File: src/rtl/id_ex_stage.sv
// id_ex_stage: ID/EX pipeline register with EX/MEM and MEM/WB forwarding and load-use detection
module id_ex_stage #(
  parameter logic [3:0] NOP_CTR = 4'b0001
) (
  input  logic        clk,
  input  logic        reset,
  input  logic        stall,
  input  logic        flush,
  input  logic        id_valid,
  input  logic [4:0]  id_rs,
  input  logic [4:0]  id_rt,
  input  logic [4:0]  id_rd,
  input  logic [31:0] id_rs_data,
  input  logic [31:0] id_rt_data,
  input  logic [15:0] id_imm,
  input  logic [4:0]  id_shamt,
  input  logic [3:0]  id_alu_ctr,
  input  logic        id_alu_src,
  input  logic        id_sign_ext,
  input  logic        id_shamt_sel,
  input  logic        id_reg_write,
  input  logic        id_mem_read,
  input  logic        id_mem_write,
  input  logic        id_mem_to_reg,
  input  logic        exmem_reg_write,
  input  logic [4:0]  exmem_rd,
  input  logic [31:0] exmem_result,
  input  logic        memwb_reg_write,
  input  logic [4:0]  memwb_rd,
  input  logic [31:0] memwb_result,
  output logic [31:0] alu_input1,
  output logic [31:0] alu_input2,
  output logic [3:0]  alu_ctr,
  output logic [31:0] ex_store_data,
  output logic [4:0]  ex_rd,
  output logic        ex_reg_write,
  output logic        ex_mem_read,
  output logic        ex_mem_write,
  output logic        ex_mem_to_reg,
  output logic        ex_valid,
  output logic        load_use
);
  logic [4:0]  rs, rt, shamt;
  logic [31:0] rs_data, rt_data, fwd_rs, fwd_rt, ext_imm;
  logic [15:0] imm;
  logic [3:0]  op;
  logic        alu_src, sign_ext, shamt_sel, is_shift;
  always_ff @(posedge clk)
    if (reset || flush || (!stall && !id_valid)) begin
      ex_valid      <= 1'b0;
      rs            <= '0;
      rt            <= '0;
      ex_rd         <= '0;
      rs_data       <= '0;
      rt_data       <= '0;
      imm           <= '0;
      shamt         <= '0;
      op            <= NOP_CTR;
      alu_src       <= 1'b0;
      sign_ext      <= 1'b0;
      shamt_sel     <= 1'b0;
      ex_reg_write  <= 1'b0;
      ex_mem_read   <= 1'b0;
      ex_mem_write  <= 1'b0;
      ex_mem_to_reg <= 1'b0;
    end else if (stall) begin
      // refresh operands so a producer retiring during the stall is not lost
      rs_data <= fwd_rs;
      rt_data <= fwd_rt;
    end else begin
      ex_valid      <= 1'b1;
      rs            <= id_rs;
      rt            <= id_rt;
      ex_rd         <= id_rd;
      rs_data       <= id_rs_data;
      rt_data       <= id_rt_data;
      imm           <= id_imm;
      shamt         <= id_shamt;
      op            <= id_alu_ctr;
      alu_src       <= id_alu_src;
      sign_ext      <= id_sign_ext;
      shamt_sel     <= id_shamt_sel;
      ex_reg_write  <= id_reg_write;
      ex_mem_read   <= id_mem_read;
      ex_mem_write  <= id_mem_write;
      ex_mem_to_reg <= id_mem_to_reg;
    end
  assign fwd_rs = (exmem_reg_write && exmem_rd == rs && rs != 5'd0) ? exmem_result :
                  (memwb_reg_write && memwb_rd == rs && rs != 5'd0) ? memwb_result : rs_data;
  assign fwd_rt = (exmem_reg_write && exmem_rd == rt && rt != 5'd0) ? exmem_result :
                  (memwb_reg_write && memwb_rd == rt && rt != 5'd0) ? memwb_result : rt_data;
  assign ext_imm  = sign_ext ? {{16{imm[15]}}, imm} : {16'b0, imm};
  assign is_shift = op == 4'b1000 || op == 4'b1010 || op == 4'b1011;
  assign alu_input1 = !is_shift ? fwd_rs : shamt_sel ? {27'b0, shamt} : {27'b0, fwd_rs[4:0]};
  assign alu_input2 = alu_src ? ext_imm : fwd_rt;
  assign alu_ctr = op;
  assign ex_store_data = fwd_rt;
  assign load_use = ex_valid && ex_mem_read && ex_rd != 5'd0 && id_valid &&
                    (ex_rd == id_rs || ex_rd == id_rt);
endmodule

File: config.mk
export PLATFORM = sky130hd
export DESIGN_NAME = id_ex_stage
export DESIGN_NICKNAME = d
export VERILOG_FILES = /design/src/rtl/id_ex_stage.sv
export SDC_FILE = /design/constraint.sdc
export NUM_CORES = 1
export LEC_CHECK = 0
export CORE_ASPECT_RATIO = 1.2
export CORE_MARGIN = 5
export CORE_UTILIZATION = 31
export DETAILED_ROUTE_END_ITERATION = 8
export DONT_BUFFER_PORTS = 1
export SYNTH_ARGS = -nofsm -noshare
export SYNTH_HDL_FRONTEND = slang
export SYNTH_SLANG_ARGS = --single-unit
File: constraint.sdc
create_clock -name clk -period 5.2 [get_ports clk]
set_clock_uncertainty 0.15 [all_clocks]
set_input_delay 1.3 -clock clk [delete_from_list [all_inputs] [get_ports clk]]
set_output_delay 1.3 -clock clk [all_outputs]
set_load 0.03 [all_outputs]
Figure 1. Cell outlines without signal wires.
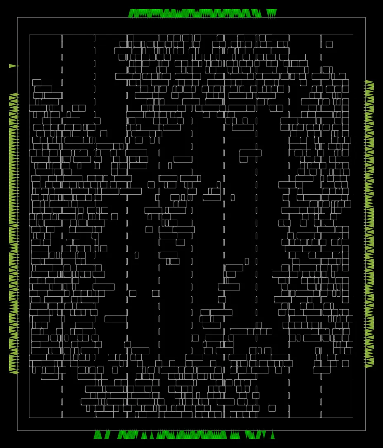
filler cell count: 2367
core area: 22500 um^2
Rows: 60
final std cells w/o fill: 1194
flop share of the area: 0.271

Figure 2. The metal 2 layer.
Cells faint in the background.
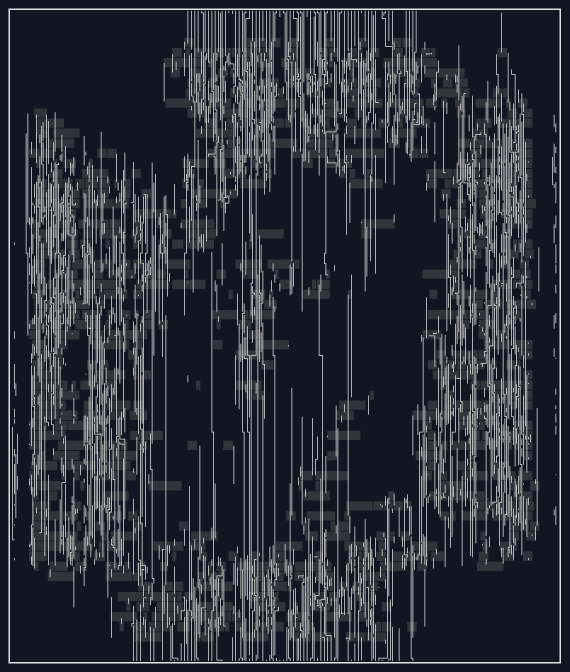
share of all routed wire = 50%
longest straight run = 104 um
wire length on this layer = 14000 um
main direction = vertical
nets with wire on the layer = 925

Figure 3. Cells coloured by class.
The bar under the picture is 50 um long.
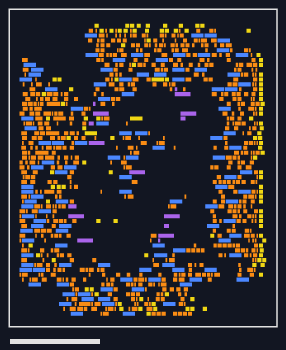
orange -> combinational and other logic  # cells 674, share of their area 57%
blue -> flops  # cells 112, share of their area 28%
purple -> clock drivers and dummy loads  # cells 16, share of their area 3.5%
yellow -> other buffers and delay cells  # cells 110, share of their area 11%
Finished Core Util: 0.368
design area: 8280 um^2

==> flow_summary_export.csv <==
group,metric,value,unit
worst_setup_path,critPathArrivalTime,3.24,ns
global_routing,globalRouteOverflowTotal,0,
die,die_h,176,um
worst_setup_path,critPathMaxFanout,41,
detailed_routing,wl_per_cell,23.7,um
logic_synthesis,logic_family,"AND-OR/OR-AND gates",
global_routing,antenna_found_initial,4,
logic_synthesis,synth-edff-count,0,
die,die_x,148,um
logic_synthesis,async_flop_share,0,
global_routing,use_met3,0.0685,
min_path,hold_path_class,"flip-flop to flip-flop",
detailed_routing,drt-initial-drc-count,276,
timing,slew_headroom,0.333,
timing,setup_tns,0,ns
timing,finalSetupViolCount,0,
worst_setup_path,worstPathRequired,3.75,ns
logic_synthesis,xor_area_frac,0.0369,
global_routing,grt_pass1_wl,42100,um
global_routing,use_met1,0.228,
detailed_routing,drc_errors,0,
timing,rsz0062_at_grt,"false",
logic_synthesis,ys_sh_simple,0.209,
logic_synthesis,syn_area,7130,um^2
clock_tree,cts_setup_buffers,0,
timing,timing.fmax,213,MHz
worst_setup_path,critPathSlowestCell,"or4_2",
detailed_routing,num_vias,7018,
worst_setup_path,crit_path_end_kind,"primary output",
worst_setup_path,slowest_delay,0.86,ns
logic_synthesis,synth.avg_cell_area,8.17,um^2
global_routing,gr-max-usage-layer,"met2",
job,openroad.warnings,28,
final_layout,drive_above_1_share,0.157,
global_routing,grtUsageMet2,0.361,
min_path,hold_start,"imm[0]",
worst_setup_path,crit_chain,"xnor2_1 > nand4_1 > or4_2 > buf_12 > nor2_1 > o31ai_1 > buf_4",
logic_synthesis,ys_cells,872,
global_routing,grt_usage,0.206,
pwr,p_per_area,226,nW/um^2
detailed_routing,wl,28300,um
logic_synthesis,ys.flop_type,"dfxtp_1",
clock_tree,numCtsBuffers,9,
placement,dp_worst_setup_slack,0.512,ns
logic_synthesis,syn_inst,872,
job,maxCapViolCount,0,
global_routing,first_global_vias,6876,
timing,finalHoldViolations,0,
clock_tree,tritoncts,"built",
clock_tree,path_clk_slew,0.08,ns
logic_synthesis,ys.warnings.count,0,
logic_synthesis,mux_area_frac,0.104,
clock_tree,cts.sinks,112,
placement,dpl.hpwl,20400,um
detailed_routing,dr.pass1.iters,5,
logic_synthesis,synth.distinct_cells,37,
global_routing,grt_max_degree,158,
timing,period_used_share,0.902,
clock_tree,cts.hold.buffers_added,0,
final_layout,fin_nets,1099,
detailed_routing,antenna_left,0,
logic_synthesis,ys_sh_adder,0,
die,ios,303,
placement,place_area,7990,um^2
pwr,leakagePower,0.00316,uW
placement,numPortBuffers,0,
pwr,peakVddDrop,0.000144,V
final_layout,logic_area,4500,um^2
timing,tightestPinTransition,0.999,ns
worst_setup_path,critPathLaunchType,"input pin",
run_status,status,"complete, no violations",
die,initCoreUtil,0.316,
final_layout,mostFrequentLayoutCells,"nor2_1, dfxtp_1, buf_4",
clock_tree,clk_path_buf_depth,2,
final_layout,top_regs,"rs_data x32, rt_data x32, imm x16",
timing,finalMaxSlewViolations,0,
worst_setup_path,r2r-start,"rs[1]",
worst_setup_path,critical_path_class,"input pin to primary output",
Figure 4. Gate families picked out.
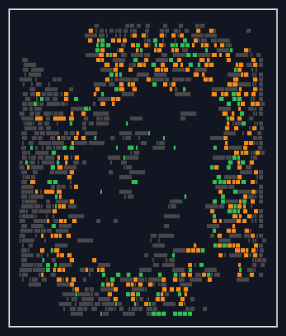
orange -> inverting AOI/OAI gates  # cells 264, most used a211oi_1, where widely spread
green -> NAND gates  # cells 130, most used nand3b_1, where widely spread
Commonest Layout Cell: nor2_1
Comb/total area: 0.544

Figure 5. Clock distribution.
The bar under the picture is 50 um long.
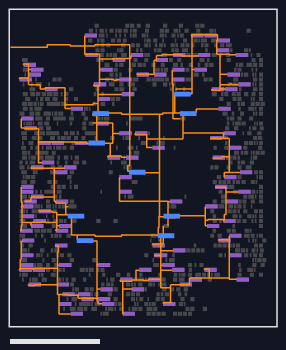
orange -> clock wires  # length 1710 um
purple -> flip-flops  # count 112
blue -> clock drivers  # count 9
routed clock nets = 10
flops lie = widely spread
Skew-Pair Late Insertion Delay: 0.35 ns
Power Clock: 692 uW
Clock power frac: 0.370

synthesized netlist by cell type, drive strengths merged (24+ instances only):
cell      n  share of area
buf      29          0.027
nor2    138          0.073
o31ai    32          0.034
dfxtp   112           0.31
mux2i    74           0.10
o21ai    24          0.017
a21oi    44          0.031
nand3    28          0.020
a211oi   62          0.067
clkbuf   57          0.030
a21boi   37          0.039
nand3b   64          0.067
final cells by class:
type / count / area share
flip-flops and latches: 112 / 0.271
multi-input cells: 664 / 0.544
clock inverters: 5 / 0.00438
diodes: 3 / 0.000907
repair buffers: 110 / 0.104
inverters: 10 / 0.00453
well taps: 279 / 0.0422
clock buffers: 11 / 0.0293
through the flow:
stage | hold WS [ns] | instances | total power (uW)
4_1_cts | 0.354 | 1191 | 1900
2_1_floorplan | 0.305 | 872 | 1130
6_report | 0.348 | 1194 | 1870
3_5_place_dp | 0.334 | 1175 | 1200
5_1_grt | 0.371 | 1194 | 1950
3_3_place_gp | 0.324 | 1175 | 1190
layer usage:
layer / vias up / wire length [um]
li1: 3305 / -
met2: 332 / 14000
met5: - / 13
met3: 58 / 2660
met1: 3321 / 10700
met4: 2 / 901
power by group:
part / switching, uW / internal, uW / leakage [uW]
Clock: 348 / 344 / 0.000141
Combinational: 166 / 110 / 0.00211
Sequential: 20.4 / 881 / 0.000910
worst paths after layout:
| path | to | slack (ns) | depth (start not counted) |
|---|---|---|---|
| hold reg to reg | imm[0] | 0.35 | 2 |
| hold / removal | imm[0] | 0.35 | 2 |
| setup / recovery | alu_input2[28] | 0.51 | 7 |
| setup reg to reg | rs_data[7] | 1.85 | 6 |
worst max-delay path, delay by kind of cell:
kind	cells	cell delay, ns
AOI/OAI and AO/OA	1	0.08
xor gates and xnor gates	1	0.12
buffers and inverters	2	0.50
and+or+nand+nor	3	1.19
Power figures rest on the tool's default switching activity, not on a simulated workload.
